Figure 1. Track usage over the die (run 1).
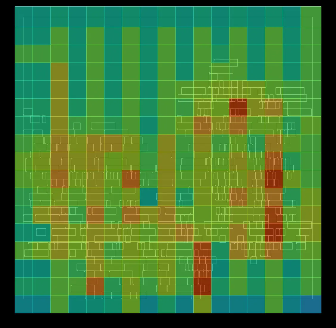
Figure 2. Cells by drive strength (run 1).
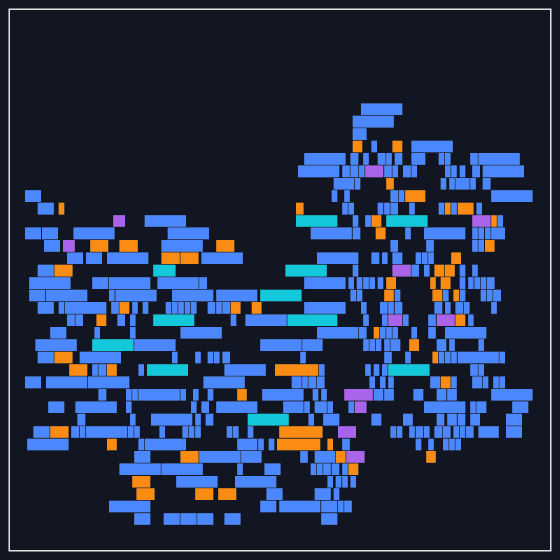
Figure 3. M3 wires (run 1).
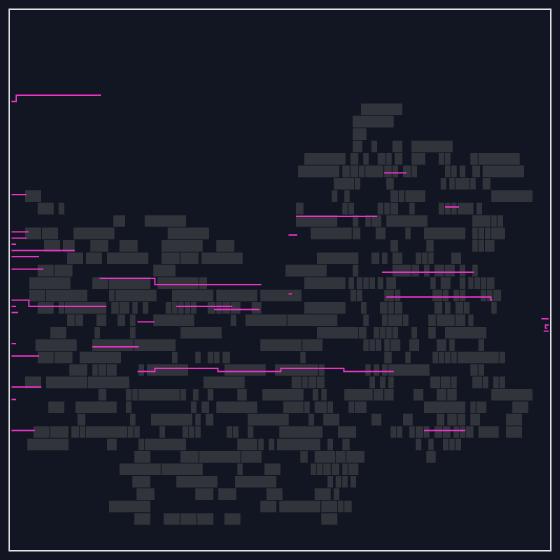
Figure 4. Clock distribution (run 1).
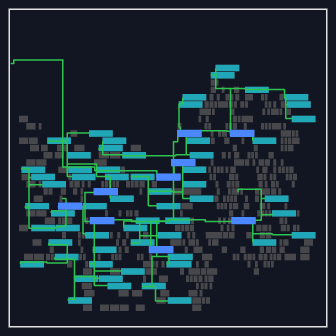
**config.mk**
```make
export PLATFORM = sky130hd
export DESIGN_NAME = neptune_display_sequencer
export DESIGN_NICKNAME = d
export VERILOG_FILES = /design/src/rtl/neptune_pkg.sv /design/src/rtl/neptune_dwell_timer.sv /design/src/rtl/neptune_display_sequencer.sv
export SDC_FILE = /design/constraint.sdc
export NUM_CORES = 1
export LEC_CHECK = 0
export ABC_AREA = 1
export CORE_MARGIN = 3
export CORE_UTILIZATION = 25
export DETAILED_ROUTE_END_ITERATION = 12
export PLACE_DENSITY = 0.49
export SETUP_SLACK_MARGIN = 0.1
export SLEW_MARGIN = 10
export SYNTH_ARGS = -nofsm -noshare
export SYNTH_HDL_FRONTEND = slang
export SYNTH_SLANG_ARGS = --single-unit
```
**constraint.sdc**
```tcl
create_clock -name clk -period 3.55 [get_ports clk]
set_clock_uncertainty 0.2 [all_clocks]
set_input_delay 0.355 -clock clk [delete_from_list [all_inputs] [get_ports clk]]
set_output_delay 0.355 -clock clk [all_outputs]
set_load 0.01 [all_outputs]
```
**src/rtl/neptune_pkg.sv**
```systemverilog
// neptune_pkg: shared FSM states, blank pattern and digit-select constants for the display sequencer
package neptune_pkg;
  typedef enum logic [1:0] {SHOW_NOTE, BLANK_TO_PROX, SHOW_PROX, BLANK_TO_NOTE} state_t;
  localparam logic [6:0] SEG_BLANK = 7'h00;
  localparam logic DIGIT_NOTE = 1'b0;
  localparam logic DIGIT_PROX = 1'b1;
endpackage

```
**src/rtl/neptune_dwell_timer.sv**
```systemverilog
// neptune_dwell_timer: loadable down-counter (clk, rst, load, cfg in; zero out), load = 2^(DWELL_BASE+cfg)-1
module neptune_dwell_timer #(
  parameter int DWELL_BASE = 10,
  parameter int DWELL_W = 18
) (
  input  logic       clk,
  input  logic       rst,
  input  logic       load,
  input  logic [2:0] cfg,
  output logic       zero
);
  localparam logic [DWELL_W-1:0] ONE = DWELL_W'(1);
  logic [DWELL_W-1:0] cnt;
  always_ff @(posedge clk or posedge rst)
    if (rst) cnt <= '0;
    else if (load) cnt <= (ONE << (DWELL_BASE + int'(cfg))) - ONE;
    else if (!zero) cnt <= cnt - ONE;
  assign zero = cnt == '0;
endmodule

```
**src/rtl/neptune_display_sequencer.sv**
```systemverilog
// neptune_display_sequencer: multiplexes note/prox digits onto one segment bus (segments, prox_select, frame_done out) with dead-time blanking and buffered commits
module neptune_display_sequencer
  import neptune_pkg::*;
#(
  parameter int DWELL_BASE = 10,
  parameter int DWELL_W = 18,
  parameter int DEAD_CYCLES = 4
) (
  input  logic       clk,
  input  logic       rst,
  input  logic [2:0] clk_config,
  input  logic [6:0] note_segs,
  input  logic [6:0] prox_segs,
  input  logic       result_valid,
  input  logic       display_single_enable,
  input  logic       display_single_select,
  output logic [6:0] segments,
  output logic       prox_select,
  output logic       frame_done
);
  localparam int DEAD_W = $clog2(DEAD_CYCLES + 1);
  localparam logic [DEAD_W-1:0] DEAD_LOAD = DEAD_W'(DEAD_CYCLES);
  state_t st, nxt;
  logic [DEAD_W-1:0] dead, dead_nxt;
  logic [6:0] pend_note, pend_prox, com_note, com_prox, in_note, in_prox;
  logic load, zero, commit, blank_prox, fd_nxt;
  neptune_dwell_timer #(.DWELL_BASE(DWELL_BASE), .DWELL_W(DWELL_W)) u_timer (
    .clk(clk), .rst(rst), .load(load), .cfg(clk_config), .zero(zero)
  );
  always_comb begin
    nxt = st;
    dead_nxt = dead;
    load = 1'b0;
    commit = 1'b0;
    blank_prox = display_single_enable ? display_single_select == DIGIT_PROX : st == BLANK_TO_PROX;
    case (st)
      SHOW_NOTE, SHOW_PROX: begin
        if (display_single_enable && (display_single_select == DIGIT_PROX) != (st == SHOW_PROX)) begin
          nxt = display_single_select == DIGIT_PROX ? BLANK_TO_PROX : BLANK_TO_NOTE;
          dead_nxt = DEAD_LOAD;
        end else if (zero && display_single_enable) begin
          load = 1'b1;
          commit = 1'b1;
        end else if (zero) begin
          nxt = st == SHOW_NOTE ? BLANK_TO_PROX : BLANK_TO_NOTE;
          dead_nxt = DEAD_LOAD;
        end
      end
      default: begin
        if (dead == DEAD_W'(1)) begin
          nxt = blank_prox ? SHOW_PROX : SHOW_NOTE;
          load = 1'b1;
          commit = !blank_prox;
        end else begin
          nxt = blank_prox ? BLANK_TO_PROX : BLANK_TO_NOTE;
          dead_nxt = dead - DEAD_W'(1);
        end
      end
    endcase
    in_note = commit ? (result_valid ? note_segs : pend_note) : com_note;
    in_prox = commit ? (result_valid ? prox_segs : pend_prox) : com_prox;
    fd_nxt = st == SHOW_PROX && zero && !display_single_enable;
  end
  always_ff @(posedge clk or posedge rst)
    if (rst) begin
      st <= BLANK_TO_NOTE;
      dead <= DEAD_LOAD;
      pend_note <= SEG_BLANK;
      pend_prox <= SEG_BLANK;
      com_note <= SEG_BLANK;
      com_prox <= SEG_BLANK;
      segments <= SEG_BLANK;
      prox_select <= DIGIT_NOTE;
      frame_done <= 1'b0;
    end else begin
      st <= nxt;
      dead <= dead_nxt;
      if (result_valid) begin
        pend_note <= note_segs;
        pend_prox <= prox_segs;
      end
      com_note <= in_note;
      com_prox <= in_prox;
      segments <= nxt == SHOW_NOTE ? in_note : nxt == SHOW_PROX ? in_prox : SEG_BLANK;
      prox_select <= (nxt == SHOW_PROX || nxt == BLANK_TO_PROX) ? DIGIT_PROX : DIGIT_NOTE;
      frame_done <= fd_nxt;
    end
endmodule

```
==> CHANGELOG.md, run 1 <==
### Physical design

- Status: completed
- Final hold vios: 0
- Die X: roughly 120 microns
- Hold slack: between 0.2 and 0.3 ns
- Area after DPL: 3620 sq um
- Top cell family by delay on the critical path: simple AND/OR/NAND/NOR gates
- Antenna viol nets, final: 0
- Filler cells: 1282
- Warnings, synthesis: 0
- Largest power group: combinational logic
- CP Max Fanout: 31
- AO/OA Area Share: 7.02%
- FF-to-FF path depth: 15
- Largest Register: u_timer.cnt
- Worst-case vdd ir drop: just under 0.0003 V
- Crit path DAT: around 2.8 ns
- Sequential share of power: a little under a third
- P_seq: around 0.0011 W
- Antenna violations before repair: 0
- Yosys chip area: 3150 sq um
- NetSw: 0.00136 W
- Synthesized area: 3150 sq um
- Critical Path RT: 3.55 ns
- DR pass1 iterations: 4
- Crit-path cells: nor2_1, nand2_1, nor2_1, nand2_2, nand2_4, nand3_4, nand2_1, ha_1, nand2_1, nor2_4, inv_2, nor2_4, nand3_1, nand2_1, nor2_1
- Synth logic family: simple AND/OR/NAND/NOR gates
- Yosys simple share: 28.8%
- # diodes: 0
- Seq share, synth: 47.7%
- Core Rows: 40
- # Max-Cap Violations: 0
- R2r endpoint: u_timer.cnt[16]$_DFFE_PP0P_
- CP Depth: 15
- DR vias/cell: 4.30
- Max transition margin: between 50% and 60%
- Crit path top cell by count: nand2_1
- Largest net degree at the start of global routing: 35
- Post-synth regs: 60
- Worst path max stage delay: between 0.4 and 0.5 ns
- Comb pwr share: 43.8%
- PwrDens: between 800 and 900 nW/um^2
- Post-layout util: about 32%
- Dpl ws: 0.658 ns
- Leak pwr: 1.84 nW
- Adder Share, Synth: between 2 and 3%
- R2r startpoint: u_timer.cnt[3]$_DFFE_PP0P_
- Vias in the first global route: 2481
- WP buf/inv: 1
- Maximum clock insertion buffer count: 2
- Hold path depth: 2
- DPL Wire Length: a little over 5 mm
- First-pass GRT wire length: approximately 12 mm
- XOR Share, Synth: 1.11%
- Sw Share: 39.8%
- Grt ovf: 0
- Worst hold endpoint: com_note[1]$_DFF_PP0_
- CP startpoint: u_timer.cnt[3]$_DFFE_PP0P_
- CP max stage cell: dfrtp_1
- Multiplexer share: 5.00%
- Io pins: 31
- Post-CTS sizing: 0
- Crit Path Category: reg -> reg
- CP startpoint kind: register
- TNS Setup: 0 ns
- Final #Nets: between 400 and 500
- Number of setup buffers added after CTS: 0
- Worst-Margin Slew: around 0.66 ns
- Inst Count DP: 566
- Yosys cell count: 375
- Tool warnings: 28
- Max reg flops: 18
- Int Pwr: around 0.002 W
- Min-delay src: com_note[1]$_DFF_PP0_
- Placeable Area: 12200 sq um
- Filler-free cell count of the finished design: 583
- CTS buffer count: 9
- Type of the worst min-delay path: reg -> reg
- DR iter-0 viols: 183
- Tmin final: approximately 2.8 ns
- Crit path to: u_timer.cnt[16]$_DFFE_PP0P_
- Syn_nets: 404
- Max Slew Vio Count: 0
- Sink Count: 60
- Share of cells above drive strength 1: 18.3%
- Reg2reg setup slack: 0.76 ns
- WL per Instance: 11.9 microns
- DRC: 0
- TritonCTS clock tree: built
- Unique cell types: 34
- Fmax: 0.358 GHz
- Final Power: 0.00341 W
- Root buffer cell: clkbuf_16
- H-tree depth: 3
- RSZ-0062 raised after global routing: no
- Clock transition at path regs: around 0.050 ns
- Syn Inst Count: 375
- Die area: 14000 sq um
- Mean Syn Cell Area: 8.41 sq um
- # hold bufs at CTS: 1
- Initial Util: 25.9%
- Final setup fails: 0
- Port Buf Inserts: 30
- CP endpoint kind: register
- Tcrit/Tclk final: 78.6%
- Combinational power: 0.00149 W
- Die Span Y: ~120 microns
- Gpl congestion: 0.807
## Picture notes: Figure 1
GR Util All Layers: 10.5%
global routing usage on met3: 3.16%

## Picture notes: Figure 2
orange -> x2  # cells 54, share 13%, most used mux2_2
blue -> x1 and smaller  # cells 339, share 82%, most used nand2_1
purple -> x3 and x4  # cells 11, share 2.7%, most used nor2_4
cyan -> x6 and larger  # cells 11, share 2.7%, most used clkbuf_16
Synth-to-Final Area Change: 24.6%
final instance area: 3930 sq um
Setup WS post-layout: 0.758 ns
Non-CTS buffers: 34

## Picture notes: Figure 3
nets with wire on the layer = 27
share of all routed wire = 4.5%
wire length on this layer = 311 microns
longest straight run = 23.2 microns
routed via count: 2505
WL final: 6.95 mm

## Picture notes: Figure 4
cyan -> flip-flops  # count 60
green -> clock wires  # length 851 microns
blue -> clock-net drivers  # count 9
routed clock nets = 10
clk ins delay skew pair: 0.32 ns
Clock Power: 0.000849 W
Clk pwr share: 24.9%

-- run 1: synth_stat cells, drive strengths merged --
cell / instances / area (sq um)
a21boi: 1 / 7.51
a21oi: 9 / 45.0
and2: 1 / 6.26
buf: 9 / 57.6
clkbuf: 1 / 3.75
clkinv: 2 / 7.51
dfrtp: 57 / 1430
dfstp: 3 / 78.8
ha: 7 / 87.6
inv: 45 / 169
mux2: 14 / 158
nand2: 105 / 437
nand3: 15 / 92.6
nand4: 14 / 87.6
nor2: 44 / 210
nor3: 5 / 25.0
o211a: 1 / 10.0
o21ai: 28 / 140
o22ai: 1 / 6.26
o31ai: 1 / 12.5
or2: 8 / 50.1
xnor2: 1 / 8.76
xor2: 3 / 26.3
-- run 1: area by class of cell --
type / count / area [sq um] / area share, %
Tap cell: 168 / 210 / 5.35
Timing Repair Buffer: 34 / 333 / 8.47
Clock inverter: 4 / 48.8 / 1.24
Sequential cell: 60 / 1510 / 38.3
Inverter: 47 / 176 / 4.49
Clock buffer: 12 / 246 / 6.27
Multi-Input combinational cell: 258 / 1410 / 35.9
-- run 1: layout by cell type (no fill, tap or decap), drive strengths merged, types with 3 or more instances in the layout --
| cell type | n |
|---|---|
| nor2 | 44 |
| or2 | 8 |
| o21ai | 28 |
| dfstp | 3 |
| clkinv | 5 |
| nand3 | 15 |
| nand4 | 14 |
| clkdlybuf4s50 | 30 |
| clkbuf | 12 |
| inv | 45 |
| nand2 | 105 |
| mux2 | 14 |
| nor3 | 5 |
| a21oi | 9 |
| xor2 | 3 |
| ha | 7 |
| dfrtp | 57 |
| buf | 3 |
-- run 1: metal layers --
layer  global-route usage, %  wire [microns]  part of all wire (%)
met1                    13.8            3300                    47
met2                    16.7            3260                    47
met3                    3.16             311                   4.5
met4                    3.08              80                   1.2
met5                       0               0                     0
Figure 5. Gate-type map (run 1).
Scale bar: 20 microns.
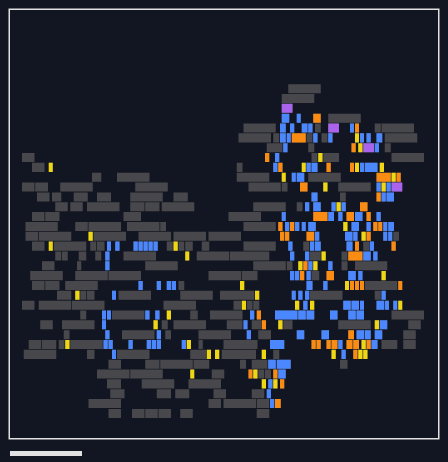

--- run 2 (diff from run 1) ---
- clock period: 3.55 -> 2.7 ns (I/O delays scaled with it)
Figure 6. Gate-type map (run 2).
Scale bar: 20 microns.
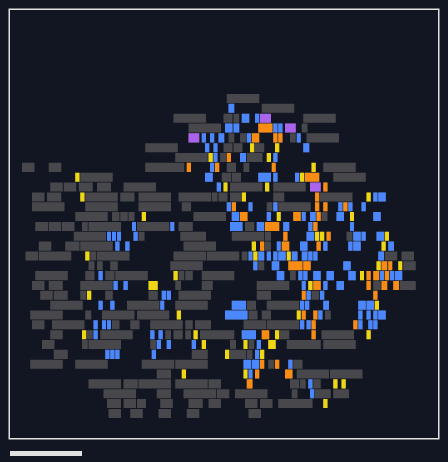
orange -> nor cells  # cells 49
blue -> nand cells  # cells 135
yellow -> inv cells  # cells 47
purple -> xor and xnor cells  # cells 4
Comb/total area: 35.2%
filler-free cell count of the finished design: 601
dominant logic cell type in the layout: nand2_1

==> run 2 against run 1 <==
  * Highest routed layer unchanged
  * Sequential power is 32% higher
  * Worst setup slack worse by 0.48 ns
  * Via count is 4.8% higher
  * Utilization is 1.6 points higher
  * Sequential share of layout area is 1.8 points lower
  * Combinational power is 52% higher
  * Global-route usage is 0.33 points higher
  * Clock power is 35% higher
  * Fmax is 15% higher
  * Synthesized area stayed put
  * Cell count is 3.1% higher
  * Critical path depth stayed put
==> CHANGELOG.md, run 2 <==
### Physical design

- Status: completed
- CP startpoint kind: register
- Final Power: 0.00481 W (+41%)
- Routed via count: 2624 (+4.8%)
- Io pins: 31 (unchanged)
- Top-area cell share: 45.2% (unchanged)
- FF-to-FF path depth: 15 (unchanged)
- WL per Instance: 12.3 microns (+2.9%)
- Reg2reg setup slack: 0.28 ns (-0.48 ns)
- Vias in the first global route: 2571 (+3.6%)
- Final #Nets: 457 (+4.1%)
- DPL Wire Length: 5.19 mm (+2.4%)
- Leak pwr: 1.92 nW (+4.2%)
- CP endpoint kind: register
- Final hold vios: 0 (unchanged)
- Gpl congestion: 0.853 (+5.8%)
- DRC: 0 (unchanged)
- Global routing usage on met3: 3.59% (+0.43 points)
- Placeable Area: 12200 sq um (unchanged)
- Crit path to: u_timer.cnt[8]$_DFFE_PP0P_
- Syn Inst Count: 375 (unchanged)
- Most common cell in the netlist: nand2_1
- Antenna violations before repair: 0 (unchanged)
- Crit-path cells: inv_4, nand2_2, nand2_1, nand2_1, nand2_2, nand2_4, nand3_4, nand2_1, ha_4, nand2_2, nor2_4, inv_2, nor2_4, xor2_1, nor2_1
- Post-synth regs: 60 (unchanged)
- Initial Util: 25.9% (unchanged)
- TritonCTS clock tree: built
- TNS Setup: 0 ns (unchanged)
- RSZ-0062 raised after global routing: yes
- DR pass1 iterations: 4 (unchanged)
- Max transition margin: 61.7% (+6.1 points)
- Unique cell types: 34 (unchanged)
- Mean Syn Cell Area: 8.41 sq um (unchanged)
- Clock transition at path regs: 0.05 ns (about the same)
- Largest net degree at the start of global routing: 27 (-23%)
- Port Buf Inserts: 30 (unchanged)
- Async set or reset register ratio after synthesis: 100% (unchanged)
- CP Max Fanout: 7 (-77%)
- Critical Path RT: 2.71 ns (-0.84 ns)
- Number of flops mapped to enable cells by yosys: 0 (unchanged)
- Syn_nets: 404 (unchanged)
- Cell type with the largest total area: dfrtp_1
- R2r endpoint: u_timer.cnt[8]$_DFFE_PP0P_
- Die Span Y: 118 microns (unchanged)
- WL final: 7.37 mm (+6.1%)
- # diodes: 0 (unchanged)
- Die X: 118 microns (unchanged)
- Crit path DAT: 2.43 ns (-0.36 ns)
- CP max stage cell: dfstp_2
- Yosys chip area: 3150 sq um (unchanged)
- Post-layout util: 33.9% (+1.6 points)
- H-tree depth: 3 (unchanged)
- Top cells by count: nand2_1, dfrtp_1, inv_1
- Seq share, synth: 47.7% (unchanged)
- Grt peak-use layer: met2
- Core Rows: 40 (unchanged)
- Tcrit/Tclk final: 89.6% (+11 points)
- # hold bufs at CTS: 0 (-1)
- Antenna viol nets, final: 0 (unchanged)
- Share of cells above drive strength 1: 24.2% (+5.9 points)
- Crit Path Category: reg -> reg
- Fmax: 0.414 GHz (+15%)
- PwrDens: 1170 nW/um^2 (+35%)
- Root buffer cell: clkbuf_16
- # Max-Cap Violations: 0 (unchanged)
- Die area: 14000 sq um (unchanged)
- GRT met1 Usage: 14.3% (+0.54 points)
- Max reg flops: 18 (unchanged)
- Worst path max stage delay: 0.58 ns (+0.15 ns)
- Max Slew Vio Count: 0 (unchanged)
- Worst-Margin Slew: 0.574 ns (-0.0899 ns)
- DR iter-0 viols: 154 (-16%)
- Main flop type: dfrtp_1
- GR Util All Layers: 10.8% (+0.33 points)
- Met2 GRT Util: 16.6% (-0.11 points)
- Final setup fails: 0 (unchanged)
- Sink Count: 60 (unchanged)
- Maximum clock insertion buffer count: 2 (unchanged)
- Clk ins delay skew pair: 0.33 ns (about the same)
- Type of the worst min-delay path: in -> async
- First-pass GRT wire length: 12.3 mm (+3.5%)
- Warnings, synthesis: 0 (unchanged)
- Tool warnings: 29 (+3.6%)
- CP startpoint: st[0]$_DFF_PP1_
- Top cells excl fill/tap: nand2_1, dfrtp_1, inv_1
- Synth-to-Final Area Change: 30.8%
- Worst-case vdd ir drop: 0.000378 V (+28%)
- Biggest area cells: dfrtp_1, nand2_1, mux2_2
- Synthesized area: 3150 sq um (unchanged)
- DR vias/cell: 4.37 (+1.6%)
- Largest Register: u_timer.cnt
run 2: cell counts after synthesis:
Identical to the previous run, type by type.
run 2: stage by stage:
step	setup WS [ns]	hold WS, ns	instances	instance area, sq um
final	0.282	0.139	601	4120
after global routing	0.0459	0.207	601	4120
after CTS	0.164	0.160	595	4040
after detailed placement	0.113	0.259	579	3730
after global placement	0.150	0.255	579	3730
after floorplan	0.239	0.142	375	3150
run 2: routing by layer:
metal,share of wire [%],wire length [microns],up-vias
met5,0,0,-
met4,1.3,94,0
met2,47,3430,50
met3,4.1,305,11
met1,48,3540,1263
li1,-,-,1300
run 2: where the power goes:
part	total, W	leakage, nW	internal (W)	switching (W)
sequential	0.00141	0.730	0.00125	0.000160
combinational	0.00226	1.05	0.000894	0.00136
clock	0.00115	0.142	0.000718	0.000428
run 2: worst max-delay path, delay by kind of cell, from the launching register on:
kind | cells | cell delay, ns
XOR/XNOR | 1 | 0.15
adder cells (fa/ha/maj) | 1 | 0.17
buffers and inverters | 2 | 0.14
flip-flops | 1 | 0.58
AND/OR/NAND/NOR | 11 | 1.07
run 2: layout make-up:
cell class	instances	area (sq um)
Tap cell	168	210
Fill cell	1250	8040
Sequential cell	60	1510
Timing Repair Buffer	51	474
Inverter	47	183
Clock buffer	9	225
Clock inverter	7	76.3
Multi-Input combinational cell	259	1450
run 2: timing repair:
| action | in CTS | in global routing |
|---|---|---|
| endpoints found under the setup margin | 0 | 23 |
| gates resized | 0 | 14 |
| buffers inserted | 0 | 5 |
run 2: logic make-up after synthesis:
logic type,Yosys count,share of synthesized area [%]
DFF,60,47.7
adders and majority gates,7,2.78
buffers and inverters,57,7.54
and+or+nand+nor,192,28.8
muxes,14,5.00
xor gates and xnor gates,4,1.11
AOI/OAI and AO/OA,41,7.02
Figure 7. Clock distribution (run 2).
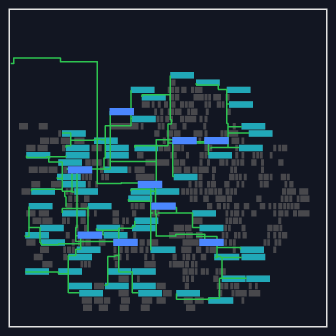

--- run 3 (diff from run 2) ---
- clock period: 2.7 -> 2.4 ns (I/O delays scaled with it)
Figure 8. Clock distribution (run 3).
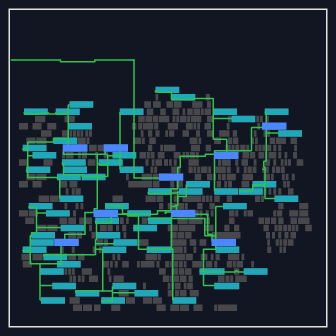
green -> clock wires  # length 988 microns
cyan -> flip-flops  # count 60
blue -> clock-net drivers  # count 9
routed clock nets = 10
clk ins delay skew pair: 0.33 ns
Clk pwr share: 20.4%

==> run 3 against run 2 <==
  * Cell count rose by 6.5%
  * Clock power rose by about 10%
  * Non-clock buffer count rose by 40
  * Sequential power rose by about 10%
  * Routed wire length rose by 2.8%
  * Critical endpoint unchanged
  * Critical path depth rose by 1
  * Synthesized cell count did not move
  * Hold slack got worse by 0.044 ns
  * Fmax rose by 2.4%
==> CHANGELOG.md, run 3 <==
### Physical design

- Status: completed
- Clock transition at path regs: 0.06 ns (about the same)
- Main flop type: dfrtp_1
- AO/OA Area Share: 7.02% (unchanged)
- WL final: 7.58 mm (+2.8%)
- Final non-clock buffer share: 17.5% (+6.0 points)
- Seq cells: 60 (unchanged)
- Comb pwr share: 54.6% (+7.7 points)
- Hold slack: 0.0948 ns (-0.0442 ns)
- Share of cells above drive strength 1: 37.9% (+14 points)
- Vias in the first global route: 2708 (+5.3%)
- R2r startpoint: st[1]$_DFF_PP1_
- Io pins: 31 (unchanged)
- Top cells by count: nand2_1, dfrtp_1, inv_1
- Max transition margin: 73.2% (+12 points)
- GR Util All Layers: 11.5% (+0.70 points)
- Tcrit/Tclk final: 98.4% (+8.8 points)
- Multiplexer share: 5.00% (unchanged)
- NetSw: 0.00245 W (+25%)
- Synthesized area: 3150 sq um (unchanged)
- Seq share, synth: 47.7% (unchanged)
- Die area: 14000 sq um (unchanged)
- Root buffer cell: clkbuf_16
- CTS buffer count: 9
- Gpl congestion: 0.771 (-9.7%)
- R2r endpoint: u_timer.cnt[8]$_DFFE_PP0P_
- Antenna viol nets, final: 0 (unchanged)
- Worst-case vdd ir drop: 0.000499 V (+32%)
- Post-layout util: 37.7% (+3.8 points)
- Area after DPL: 4010 sq um (+7.3%)
- Syn Inst Count: 375 (unchanged)
- # Max-Cap Violations: 0 (unchanged)
- Sw Share: 39.1% (-1.5 points)
- Placeable Area: 12200 sq um (unchanged)
- Count of non-CTS inverters in the layout: 47 (unchanged)
- DR iter-0 viols: 88 (-43%)
- Grt ovf: 0
- Critical Path RT: 2.41 ns (-0.30 ns)
- CP startpoint kind: register
- Sink Count: 60 (unchanged)
- Fraction of area in registers: 32.9% (-3.6 points)
- DPL Wire Length: 5.16 mm (-0.61%)
- Well Taps: 168 (unchanged)
- Maximum clock insertion buffer count: 2 (unchanged)
- Core Rows: 40 (unchanged)
- Filler cells: 1241 (-0.72%)
- Inst Count DP: 609 (+5.2%)
- Largest cell class by area: logic gates
- Post-synth regs: 60 (unchanged)
- Crit Path Category: reg -> reg
- H-tree depth: 3 (unchanged)
- Initial Util: 25.9% (unchanged)
- Tool warnings: 31 (+6.9%)
- Adder Share, Synth: 2.78% (unchanged)
- Filler-free cell count of the finished design: 640 (+6.5%)
- Number of flops mapped to enable cells by yosys: 0 (unchanged)
- WL per Instance: 11.8 microns (-3.4%)
- Max reg flops: 18 (unchanged)
- Int Pwr: 0.00382 W (+33%)
- Syn_nets: 404 (unchanged)
- XOR Share, Synth: 1.11% (unchanged)
- Synth logic family: simple AND/OR/NAND/NOR gates
- Synth-to-Final Area Change: 45.3%
- DR vias/cell: 4.24 (-2.8%)
- Reg2reg setup slack: 0.04 ns (-0.24 ns)
- Comb_multi_in: 259 (unchanged)
- Yosys simple share: 28.8% (unchanged)
- Final #Nets: 497 (+8.8%)
- Tmin final: 2.36 ns
- RSZ-0062 raised after global routing: yes
- Die Span Y: 118 microns (unchanged)
- Fmax: 0.423 GHz (+2.4%)
- Setup WS post-layout: 0.0385 ns (-0.243 ns)
- FF-to-FF path depth: 16 (+1)
- DRC: 0 (unchanged)
- Worst-Margin Slew: 0.398 ns (-0.176 ns)
- Final hold vios: 0 (unchanged)
- Final setup fails: 0 (unchanged)
- Type of the worst min-delay path: in -> async
- Crit path DAT: 2.37 ns (-0.06 ns)
- Most common cell in the netlist: nand2_1
- # diodes: 0 (unchanged)
- Sequential share of power: 25.0% (-4.3 points)
- Mean Syn Cell Area: 8.41 sq um (unchanged)
- Top-area cell share: 45.2% (unchanged)
- Biggest area cells: dfrtp_1, nand2_1, mux2_2
- Antenna violations before repair: 0 (unchanged)
- Comb/total area: 34.8% (-0.37 points)
- Reg area: 1510 sq um (unchanged)
- Clk tree area frac: 6.39% (-0.92 points)
- Unique cell types: 34 (unchanged)
- Warnings, synthesis: 0 (unchanged)
- DR pass1 iterations: 4 (unchanged)
- Yosys cell count: 375
- TNS Setup: 0 ns (unchanged)
- Non-CTS buffers: 91 (+78%)
- Max Slew Vio Count: 0 (unchanged)
- Largest Register: u_timer.cnt
- Comb area: 1590 sq um (+9.9%)
- Port Buf Inserts: 30 (unchanged)
- Dpl ws: -0.0595 ns (-0.173 ns)
- Largest net degree at the start of global routing: 61 (+130%)
- Top cells excl fill/tap: nand2_1, dfrtp_1, buf_4
- Leak pwr: 2.16 nW (+13%)
- TritonCTS clock tree: built
- Yosys chip area: 3150 sq um (unchanged)
- Layout clock buffer count: 11 (+2)
- Final instance area: 4580 sq um (+11%)
- Async set or reset register ratio after synthesis: 100% (unchanged)
- Final Power: 0.00626 W (+30%)
- Routed via count: 2716 (+3.5%)
- Dominant logic cell type in the layout: nand2_1
- CP endpoint kind: register
- First-pass GRT wire length: 13.0 mm (+5.1%)
- Cell type with the largest total area: dfrtp_1
- # hold bufs at CTS: 0 (unchanged)
- Die X: 118 microns (unchanged)
- CP Max Fanout: 5 (-2)
- PwrDens: 1370 nW/um^2 (+17%)
## run 3: layer usage
layer  track usage (%)  share of wire [%]  vias up
met4              4.03                1.2        0
li1                  -                  -     1380
met2              18.3                 48       50
met3              3.88                4.5       10
met5                 0                  0        -
met1              14.6                 47     1276
## run 3: worst max-delay path: stages (launching register included)
cell     delay (ns)
dfstp_2        0.53
inv_2          0.04
nor2_2         0.11
nand2_1        0.07
nand2_2        0.07
nand2_2        0.07
nand2_4        0.09
nand3_4        0.09
buf_6          0.15
nand2_4        0.06
ha_4           0.15
nand2_4        0.06
nor2_4         0.16
inv_2          0.06
nor2_4         0.11
xor2_1         0.16
nor2_1         0.06
## run 3: worst max-delay path by stage
stage | from | end | slack [ns] | cells past startpoint
6_report | st[1]$_DFF_PP1_ | u_timer.cnt[8]$_DFFE_PP0P_ | 0.04 | 16
5_1_grt | st[1]$_DFF_PP1_ | u_timer.cnt[14]$_DFFE_PP0P_ | -0.14 | 17
4_1_cts | st[0]$_DFF_PP1_ | u_timer.cnt[12]$_DFFE_PP0P_ | 0.07 | 17
3_5_place_dp | display_single_select | u_timer.cnt[8]$_DFFE_PP0P_ | -0.06 | 14
3_3_place_gp | display_single_select | u_timer.cnt[8]$_DFFE_PP0P_ | -0.05 | 14
2_1_floorplan | st[1]$_DFF_PP1_ | u_timer.cnt[8]$_DFFE_PP0P_ | 0.006 | 17
## run 3: power by group through the flow
stage	Sequential, W	Combinational [W]	Clock, W
global route	0.00161	0.00383	0.00136
finish	0.00156	0.00342	0.00128
detailed placement	0.00156	0.00284	0
CTS	0.00155	0.00305	0.00132
floorplan	0.00157	0.00184	0
global placement	0.00156	0.00281	0
## run 3: what timing repair did
action,in CTS,in global routing
endpoints found under the setup margin,15,27
resized,14,45
setup buffers,8,7
pin swaps,9,12
gates cloned,1,0
Power figures rest on the tool's default switching activity, not on a simulated workload.
